### src/rtl/delay_pkg.sv
// Package shared by the latency probe and anything that talks to it.
// Holds the probe FSM state encoding and the default marker word.
package delay_pkg;

  // Probe FSM states: idle, flush the path, launch the marker, wait for it.
  typedef enum logic [2:0] {
    IDLE,
    FLUSH,
    LAUNCH,
    WAIT
  } probe_state_t;

  // Default marker word; the background word driven otherwise is its inverse.
  localparam logic [7:0] PROBE_PATTERN_DEF = 8'hA5;

endpackage

### src/rtl/latency_probe.sv
// latency_probe: active measurement end for a pipelined data path.
// Drives a background word (~PATTERN) into the path for MAX_LAT cycles to
// flush it, launches a single PATTERN word, then counts cycles until the
// marker shows up on the path output. Reports latency or a timeout.
//
// Ports
//   clk        clock, rising edge
//   rst_n      asynchronous active-low reset
//   start      request a measurement (only honoured in IDLE)
//   probe_en   enable for the path under test, high while busy
//   probe_out  registered word driven into the path input
//   probe_in   path output being watched
//   busy       high in FLUSH/LAUNCH/WAIT
//   done       one-cycle pulse, marker returned and latency valid
//   timeout    one-cycle pulse, marker did not return within MAX_LAT cycles
//   latency    measured latency in cycles, held until the next start
//   lat_valid  high after a successful measurement
module latency_probe
  import delay_pkg::*;
#(
  parameter int             DW      = 8,
  parameter int             MAX_LAT = 64,
  parameter logic [DW-1:0]  PATTERN = DW'(PROBE_PATTERN_DEF),
  localparam int            CW      = $clog2(MAX_LAT + 1)
) (
  input  logic          clk,
  input  logic          rst_n,
  input  logic          start,
  output logic          probe_en,
  output logic [DW-1:0] probe_out,
  input  logic [DW-1:0] probe_in,
  output logic          busy,
  output logic          done,
  output logic          timeout,
  output logic [CW-1:0] latency,
  output logic          lat_valid
);

  localparam logic [CW-1:0] FLUSH_LAST = CW'(MAX_LAT - 1);
  localparam logic [CW-1:0] K_LAST     = CW'(MAX_LAT);

  probe_state_t  state_q, state_d;
  logic [CW-1:0] cnt_q, cnt_d;
  logic [CW-1:0] latency_q, latency_d;
  logic          lat_valid_q, lat_valid_d;
  logic          done_q, done_d;
  logic          timeout_q, timeout_d;
  logic          probe_en_q, probe_en_d;
  logic          busy_q, busy_d;
  logic [DW-1:0] probe_out_q, probe_out_d;
  logic          match;

  assign match = (probe_in == PATTERN);

  // Next-state logic. The counter is shared: it counts flush cycles in
  // FLUSH and the cycle index k in LAUNCH/WAIT. LAUNCH is compare cycle
  // k=0 so a combinational loopback measures zero. A match is checked
  // before the timeout so a marker arriving exactly at k=MAX_LAT wins.
  // Outputs are computed from the next state so that the registered
  // outputs line up with the registered state.
  always_comb begin
    state_d     = state_q;
    cnt_d       = cnt_q;
    latency_d   = latency_q;
    lat_valid_d = lat_valid_q;
    done_d      = 1'b0;
    timeout_d   = 1'b0;

    case (state_q)
      IDLE: begin
        if (start) begin
          state_d     = FLUSH;
          cnt_d       = '0;
          lat_valid_d = 1'b0;
        end
      end
      FLUSH: begin
        if (cnt_q == FLUSH_LAST) begin
          state_d = LAUNCH;
          cnt_d   = '0;
        end else begin
          cnt_d = cnt_q + 1'b1;
        end
      end
      LAUNCH, WAIT: begin
        if (match) begin
          state_d     = IDLE;
          latency_d   = cnt_q;
          lat_valid_d = 1'b1;
          done_d      = 1'b1;
        end else if (cnt_q == K_LAST) begin
          state_d     = IDLE;
          lat_valid_d = 1'b0;
          timeout_d   = 1'b1;
        end else begin
          state_d = WAIT;
          cnt_d   = cnt_q + 1'b1;
        end
      end
      default: begin
        state_d = IDLE;
      end
    endcase

    probe_en_d  = (state_d != IDLE);
    busy_d      = (state_d != IDLE);
    probe_out_d = (state_d == LAUNCH) ? PATTERN : ~PATTERN;
  end

  // State, counter and all outputs are registered; a reset abandons any
  // run in progress without producing a pulse.
  always_ff @(posedge clk or negedge rst_n) begin
    if (!rst_n) begin
      state_q     <= IDLE;
      cnt_q       <= '0;
      latency_q   <= '0;
      lat_valid_q <= 1'b0;
      done_q      <= 1'b0;
      timeout_q   <= 1'b0;
      probe_en_q  <= 1'b0;
      busy_q      <= 1'b0;
      probe_out_q <= ~PATTERN;
    end else begin
      state_q     <= state_d;
      cnt_q       <= cnt_d;
      latency_q   <= latency_d;
      lat_valid_q <= lat_valid_d;
      done_q      <= done_d;
      timeout_q   <= timeout_d;
      probe_en_q  <= probe_en_d;
      busy_q      <= busy_d;
      probe_out_q <= probe_out_d;
    end
  end

  assign probe_en  = probe_en_q;
  assign probe_out = probe_out_q;
  assign busy      = busy_q;
  assign done      = done_q;
  assign timeout   = timeout_q;
  assign latency   = latency_q;
  assign lat_valid = lat_valid_q;

endmodule

### config.mk
export PLATFORM = sky130hd
export DESIGN_NAME = latency_probe
export DESIGN_NICKNAME = d
export VERILOG_FILES = /design/src/rtl/delay_pkg.sv /design/src/rtl/latency_probe.sv
export SDC_FILE = /design/constraint.sdc
export NUM_CORES = 1
export LEC_CHECK = 0
export CAP_MARGIN = 10
export CORE_MARGIN = 4
export CORE_UTILIZATION = 30
export CTS_BUF_LIST = sky130_fd_sc_hd__clkbuf_8 sky130_fd_sc_hd__clkbuf_16
export CTS_CLUSTER_SIZE = 10
export DETAILED_ROUTE_END_ITERATION = 8
export PLACE_DENSITY_LB_ADDON = 0.3
export REMOVE_ABC_BUFFERS = 1
export SYNTH_ARGS = -nofsm -noshare
export SYNTH_HDL_FRONTEND = slang
export SYNTH_SLANG_ARGS = --single-unit
### constraint.sdc
create_clock -name clk -period 1.4 [get_ports clk]
set_input_delay 0.21 -clock clk [delete_from_list [all_inputs] [get_ports clk]]
set_output_delay 0.21 -clock clk [all_outputs]
set_load 0.03 [all_outputs]
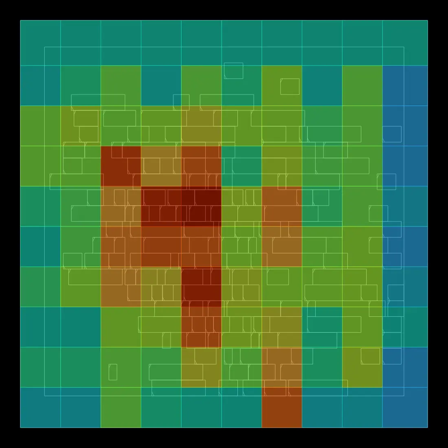
*Congestion heat map*
GR Util met2: 21.20%
grt met1 use: 14.20%
busiest grt layer: met2

==> run notes <==
impl run done, here's what came out: reg2reg start=cnt_q[0]$_DFFE_PN0P_, port bufs=30, pwr dens=854.4 nW/µm², CP Launch Type=flop, Clock Sinks=23, initial antenna violation count=0, Hold Slack=0.2854 ns, tap cells=48, Logic Gate Count=63, most instantiated library cell after synthesis=dfrtp_1, status=complete, but fails checks, WL met2=1.399 mm, Layout Skew=0.002876 ns, First-pass DRT Iterations=4, layout buffer count excluding clock buffers=53, Worst EP required=1.55 ns, final worst slack=-0.02395 ns, failing checks=setup timing, post-CTS setup buffers=1, CP endpoint kind=flop, proportion of power drawn by flip-flops and latches=47.4%, WP data arrival=1.57 ns, Clk pin slew, worst setup/hold paths=0.08 ns, Yosys warning total=0, wire length on met1=1.212 mm, Cell Type Count=34, tool warnings=28, setup violators final=4, Dominant Register Cell=dfrtp_1, top cells by count, synth=dfrtp_1, buf_4, inv_1, mux2i_1, vias in the first global route=1086, MUX area fraction=12.10%, Main logic family=AND-OR/OR-AND gates, register area=576.8 µm², total gr overflow=0, detailed placement HPWL=1.858 mm, global-route wire length before repair=4.857 mm, WS Path Type=reg -> reg, DRC=0, Inserted Clock Buffers=3, ys cells=101, Post-Syn Area=1147 µm², Comb area=633.1 µm², syn avg cell area=11.36 µm², leakage=0.8853 nW
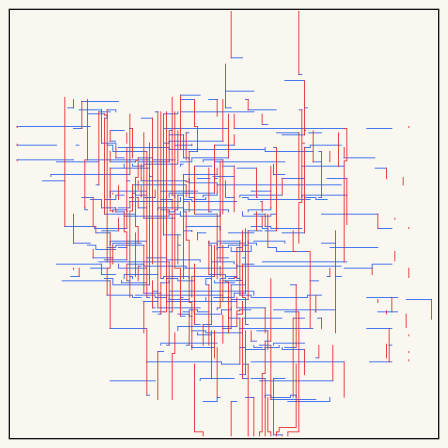
*Routed metal, one color a layer*
Two of the layers only.
| layer | color | wire length |
|---|---|---|
| M1 | blue | 1210 µm |
| M2 | red | 1400 µm |
Total Wirelength: 2.800 mm
via count: 942
WL/cell: 14.14 µm

-- layout by cell type (no fill, tap or decap), types with 3 or more instances in the layout --
master,n
o21ai_1,6
o21bai_1,4
dfrtp_1,22
inv_1,6
buf_4,27
nand2_1,3
clkbuf_8,3
dlygate4sd2_1,16
o21ai_2,3
nand3_1,3
mux2i_1,6
mux2_1,4
clkdlybuf4s50_1,8
nor2_1,3
-- registers in the layout, summed over array words and instances (netlist names) --
signal     flops
done           1
timeout        1
probe_out      2
latency        7
cnt_q          7
busy           1
lat_valid      1
state_q        3
-- critical path: stages (launching register included) --
cell and delay, ns:
dfrtp_1 0.40, ha_4 0.17, nand3_4 0.11, o41a_4 0.40, o21ai_1 0.14, mux2i_1 0.09
Power figures rest on the tool's default switching activity, not on a simulated workload.
